## config.mk

```make
export PLATFORM = sky130hd
export DESIGN_NAME = sonata_pinmux_sequencer
export DESIGN_NICKNAME = d
export VERILOG_FILES = /design/src/rtl/sonata_pinmux_sequencer.sv
export SDC_FILE = /design/constraint.sdc
export NUM_CORES = 1
export LEC_CHECK = 0
export CORE_MARGIN = 2
export CORE_UTILIZATION = 30
export CTS_CLUSTER_DIAMETER = 80
export DETAILED_ROUTE_END_ITERATION = 7
export PLACE_DENSITY = 0.6
export SLEW_MARGIN = 20
export SYNTH_ARGS = -nofsm -noshare
export SYNTH_HDL_FRONTEND = slang
export SYNTH_SLANG_ARGS = --single-unit
```

## constraint.sdc

```tcl
create_clock -name clk_i -period 2.7 [get_ports clk_i]
set_input_delay 0.54 -clock clk_i [delete_from_list [all_inputs] [get_ports clk_i]]
set_output_delay 0.54 -clock clk_i [all_outputs]
set_load 0.01 [all_outputs]
```

## src/rtl/sonata_pinmux_sequencer.sv

```systemverilog
// Per-pin output-source select registers with break-before-make sequencing:
// a changed select drops the pin's OE mask, commits after BREAK_CYCLES, then restores the mask.
module sonata_pinmux_sequencer #(
    parameter int PIN_NUM      = 70,
    parameter int SRC_NUM      = 4,
    parameter int BREAK_CYCLES = 4,
    parameter int ADDR_W       = 7,
    localparam int SEL_W       = $clog2(SRC_NUM)
) (
    input  logic                     clk_i,
    input  logic                     rst_ni,
    input  logic                     req_i,
    input  logic                     we_i,
    input  logic [ADDR_W-1:0]        addr_i,
    input  logic [SEL_W-1:0]         wdata_i,
    output logic                     gnt_o,
    output logic                     rvalid_o,
    output logic [SEL_W-1:0]         rdata_o,
    output logic                     err_o,
    output logic [PIN_NUM*SEL_W-1:0] pin_sel_o,
    output logic [PIN_NUM-1:0]       pin_oe_mask_o,
    output logic                     busy_o,
    output logic [1:0]               state_dbg_o
);

    localparam int CNT_W = (BREAK_CYCLES > 1) ? $clog2(BREAK_CYCLES) : 1;
    localparam logic [CNT_W-1:0] CNT_LOAD = CNT_W'(BREAK_CYCLES - 1);

    typedef enum logic [1:0] {
        IDLE  = 2'd0,
        BRK   = 2'd1,
        APPLY = 2'd2
    } state_t;

    state_t state_q, state_d;

    logic [SEL_W-1:0]  sel_q [PIN_NUM];
    logic [PIN_NUM-1:0] mask_q;
    logic [ADDR_W-1:0] pin_q;
    logic [SEL_W-1:0]  val_q;
    logic [CNT_W-1:0]  cnt_q;

    logic             rvalid_q;
    logic             err_q;
    logic [SEL_W-1:0] rdata_q;

    logic addr_bad;
    logic data_bad;
    logic acc_err;
    logic start_change;

    // Bus handshake: req_i is held until gnt_o; a request and grant in the same
    // cycle is the transfer, and exactly one rvalid_o pulse follows it next cycle.
    assign gnt_o        = req_i && (state_q == IDLE);
    assign addr_bad     = int'(addr_i) >= PIN_NUM;
    assign data_bad     = we_i && (int'(wdata_i) >= SRC_NUM);
    assign acc_err      = addr_bad || data_bad;
    assign start_change = gnt_o && we_i && !acc_err && (wdata_i != sel_q[addr_i]);

    always_ff @(posedge clk_i or negedge rst_ni) begin
        if (!rst_ni) begin
            state_q <= IDLE;
        end else begin
            state_q <= state_d;
        end
    end

    always_comb begin
        state_d = state_q;
        case (state_q)
            IDLE:    if (start_change) state_d = BRK;
            BRK:     if (cnt_q == '0) state_d = APPLY;
            APPLY:   state_d = IDLE;
            default: state_d = IDLE;
        endcase
    end

    // A reset here drops any latched change, so nothing partial reaches sel_q.
    always_ff @(posedge clk_i or negedge rst_ni) begin
        if (!rst_ni) begin
            for (int i = 0; i < PIN_NUM; i++) sel_q[i] <= '0;
            mask_q <= '1;
            pin_q  <= '0;
            val_q  <= '0;
            cnt_q  <= '0;
        end else begin
            case (state_q)
                IDLE: begin
                    if (start_change) begin
                        pin_q          <= addr_i;
                        val_q          <= wdata_i;
                        cnt_q          <= CNT_LOAD;
                        mask_q[addr_i] <= 1'b0;
                    end
                end
                BRK: begin
                    if (cnt_q != '0) cnt_q <= cnt_q - 1'b1;
                    else             sel_q[pin_q] <= val_q;
                end
                APPLY:   mask_q[pin_q] <= 1'b1;
                default: ;
            endcase
        end
    end

    always_ff @(posedge clk_i or negedge rst_ni) begin
        if (!rst_ni) begin
            rvalid_q <= 1'b0;
            err_q    <= 1'b0;
            rdata_q  <= '0;
        end else begin
            rvalid_q <= gnt_o;
            err_q    <= gnt_o && acc_err;
            rdata_q  <= (gnt_o && !we_i && !acc_err) ? sel_q[addr_i] : '0;
        end
    end

    for (genvar g = 0; g < PIN_NUM; g++) begin : g_sel_out
        assign pin_sel_o[g*SEL_W +: SEL_W] = sel_q[g];
    end

    assign pin_oe_mask_o = mask_q;
    assign busy_o        = (state_q != IDLE);
    assign state_dbg_o   = state_q;
    assign rvalid_o      = rvalid_q;
    assign err_o         = err_q;
    assign rdata_o       = rdata_q;

endmodule
```

m1.png
The bar under the picture is 50 um long. Cells faint in the background.
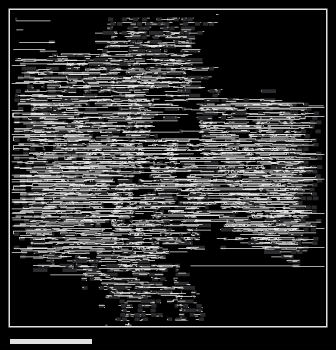
nets with wire on the layer: 1077
main direction: horizontal
wire length on this layer: 17400 um
met1 GRT Util: 29.3%
vias post-DR: 8858
WL final: 39700 um

m2.png
Cells faint in the background.
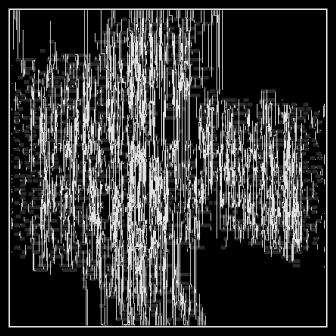
main direction: vertical
wire length on this layer: 18500 um
longest straight run: 82.6 um

==> results.sh <==
# implementation run metrics
export IMPL_outcome="finished clean"
export IMPL_crit_family="multiplexers"
export IMPL_grtUsageTotal_pct=20.8
export IMPL_cp_num_cells=9
export IMPL_p_leak_nw=6.62
export IMPL_syn_inst=885
export IMPL_antenna_found_initial=0
export IMPL_r2r_end="pin_q[3]"
export IMPL_reg2reg_from="pin_sel_o[13]"
export IMPL_cts_buffers=26
export IMPL_comb_area_share_pct=31.0
export IMPL_ys_seq_share_pct=54.4
export IMPL_place_inst=1624
export IMPL_rsz0062_at_grt="true"
export IMPL_synthToLayoutAreaGrowth_pct=45.1
export IMPL_n_all_inverters=9
export IMPL_dpl_hpwl_um=28800
export IMPL_worstSetupEndpointType="register"
export IMPL_worstPathArrival_ns=3.07
export IMPL_clock_sinks=227
export IMPL_routed_via_density=5.28
export IMPL_cp_slowest_stage_delay_ns=0.51
export IMPL_finalNetCount=1218
export IMPL_syn_nets=899
export IMPL_r2r_slack_ns=0.04
export IMPL_firstDrtPassIters=7
export IMPL_crit_top_cell="o2111ai_2"
export IMPL_overflow=0
export IMPL_cts_max_path_buffers=3
export IMPL_clock_skew_ns=0.0166
export IMPL_fp_util_pct=30.6
export IMPL_synth_cell_type_count=53
export IMPL_critPathBufInv=1
export IMPL_yosysMostFrequentCell="dfrtp_1"
export IMPL_cts_tree="done"
export IMPL_die_h_um=192
export IMPL_endpoint="pin_q[3]"
export IMPL_max_slew_margin_pct=33.3
export IMPL_power_density_nw_per_um2=665
export IMPL_comb_area_sq_um=4780
export IMPL_hold_class="in2async"
export IMPL_rows=68
export IMPL_worstPathMaxFanout=4
export IMPL_syn_area_per_cell_sq_um=12.0
export IMPL_yosys_area_sq_um=10600
export IMPL_ant_nets=0
export IMPL_ys_cells=885
export IMPL_drt_iter0_drc=737
export IMPL_seq_share_pct=37.5
export IMPL_grt_max_degree=77
export IMPL_clock_buffers=40
export IMPL_grt_pass1_vias=8845
export IMPL_nonClockBufferCount=356
export IMPL_final_clk_cell_share_pct=5.55
export IMPL_r2r_cells=9
export IMPL_comb_cells=584
export IMPL_hold_viol_final=0
export IMPL_grt_pass1_wl_um=57300
export IMPL_clkLatencyLatePin_ns=0.54
export IMPL_route_detailed_drc=0
export IMPL_flop_area_sq_um=5770
export IMPL_chip_area_sq_um=36900
export IMPL_yosys_top_cells_count="dfrtp_1 (157), mux2_2 (148), a21oi_1 (79)"
export IMPL_numSynthFlops=227
export IMPL_setup_violations=0
export IMPL_synthArstFlopShare_pct=100
export IMPL_ff_type="dfrtp_1"
export IMPL_tool_warnings=29
export IMPL_min_period_over_period_pct=98.6
export IMPL_layout_drive_gt1_share_pct=37.0
export IMPL_cp_cell_sequence="mux4_2, mux2i_1, a21oi_1, o2111ai_2, o2111ai_2, xor2_2, o211a_4, buf_4, mux2_4"
export IMPL_largest_area_cell="dfrtp_1"
export IMPL_cts_root_buffer="clkbuf_16"
export IMPL_holdBufCountCts=0
export IMPL_gp_congestion=0.896
export IMPL_critPathRequiredTime_ns=3.11
export IMPL_die_w_um=192
export IMPL_wl_per_cell_um=23.6
export IMPL_maxCapViolations=0
export IMPL_mostFrequentLayoutCells="clkdlybuf4s50_1 (226), dfrtp_1 (155), mux2_2 (148), buf_4 (113), a21oi_1 (78)"
export IMPL_synth_edff_count=0
export IMPL_top_cell_area_share_pct=37.0
export IMPL_mostFrequentLayoutCell="clkdlybuf4s50_1"
export IMPL_cts_clk_slew_worst_paths_ns=0.06
export IMPL_synth_cell_area_sq_um=10600
export IMPL_io_pins=231
export IMPL_cts_htree_levels=1
export IMPL_buf_share_pct=22.0
export IMPL_crit_path_start="pin_sel_o[13]"
export IMPL_io_buffers=230
export IMPL_cpMaxStageDelayCell="mux4_2"
export IMPL_topCellsByArea="dfrtp_1 (37%), dfstp_2 (17%), mux2_2 (16%)"
export IMPL_period_needed_ns=2.66
export IMPL_setup_worst_path_class="reg2reg"
export IMPL_start_kind="register"
export IMPL_tightest_slew_ns=0.997
export IMPL_slew_viol_final=0
export IMPL_power_total_mw=10.2
export IMPL_top_area_cell_class="flip-flops and latches"
export IMPL_max_freq_mhz=376
export IMPL_vdd_drop_max_uv=610
export IMPL_diodes=0
export IMPL_yosysWarnings=0
m3.png
The bar under the picture is 50 um long. Cells faint in the background.
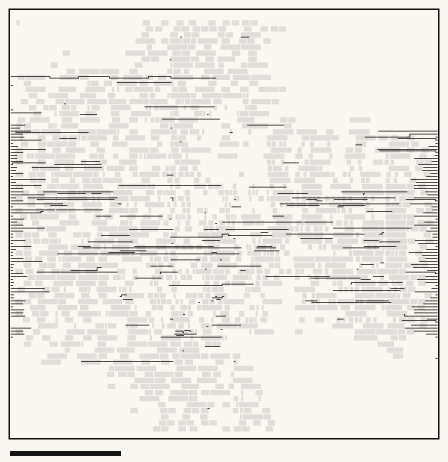
longest straight run: 81.4 um
wire length on this layer: 2820 um
met3 Use GR: 3.67%

placed.png
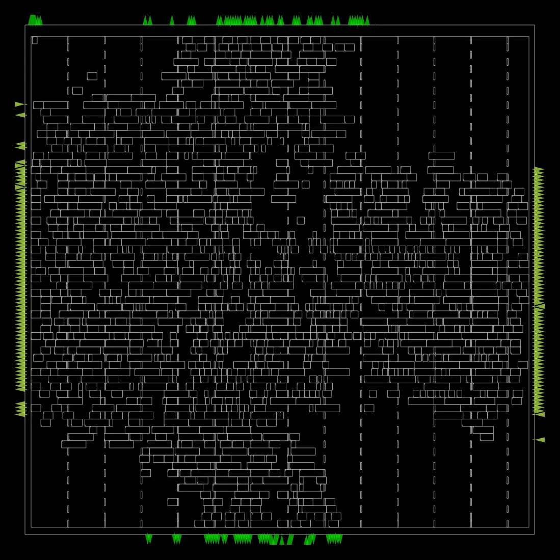
Tapcells: 455
core area: 34700 sq um
FILL cells: 3268
flop count: 227
Layout Cells excl Fill: 1679

## logic make-up (layout without fill, tap and decap cells)
family                     count (synthesis)  after routing  share of synthesized area, %
DFF                                      227            227                          54.4
and+or+nand+nor                          207            207                          9.13
muxes                                    188            188                          22.3
AOI/OAI and AO/OA                        186            186                          10.6
buffers and inverters                     74            413                          3.27
xor gates and xnor gates                   2              2                         0.165
adders and majority gates                  1              1                         0.118
## stage by stage
stage	setup slack (ns)	TNS (ns)	area (sq um)	hold WS [ns]	utilization, %
5_1_grt	-0.0268	-0.233	15400	0.106	44.3
4_1_cts	-0.00475	-0.0155	15100	0.0815	43.4
3_3_place_gp	-0.579	-43.60	14200	0.508	40.8
6_report	0.0370	0	15400	0.0673	44.3
2_1_floorplan	-0.0871	-0.610	10700	0.244	-
3_5_place_dp	-0.611	-46.33	14200	0.512	40.8
## metal layers
layer / vias up / GRT usage (%) / routed length [um]
met2: 371 / 33.4 / 18500
met4: 0 / 4.70 / 980
li1: 3905 / - / -
met3: 65 / 3.67 / 2820
met5: - / 0 / 0
met1: 4517 / 29.3 / 17400
## power by group
part,total [mW],internal [mW],switching (mW)
registers,4.12,3.75,0.370
clock network,3.50,2.09,1.41
logic,2.62,1.13,1.49
total,10.2,6.97,3.27
## flip-flops by register name (all words and copies together) (netlist names)
signal / count
err_o: 1
pin_oe_mask_o: 70
pin_sel_o: 140
rvalid_o: 1
state_dbg_o: 2
pin_q: 7
val_q: 2
rdata_o: 2
cnt_q: 2
## timing repair
| item | in CTS | in global routing |
|---|---|---|
| setup endpoints to repair | 76 | 79 |
| setup buffers | 0 | 5 |
| pin swaps | 0 | 13 |
| gates cloned | 0 | 2 |
| gates resized | 6 | 30 |
| hold endpoints to repair | 0 | 0 |
No activity file was given, so power comes from the tool's default toggle rates.
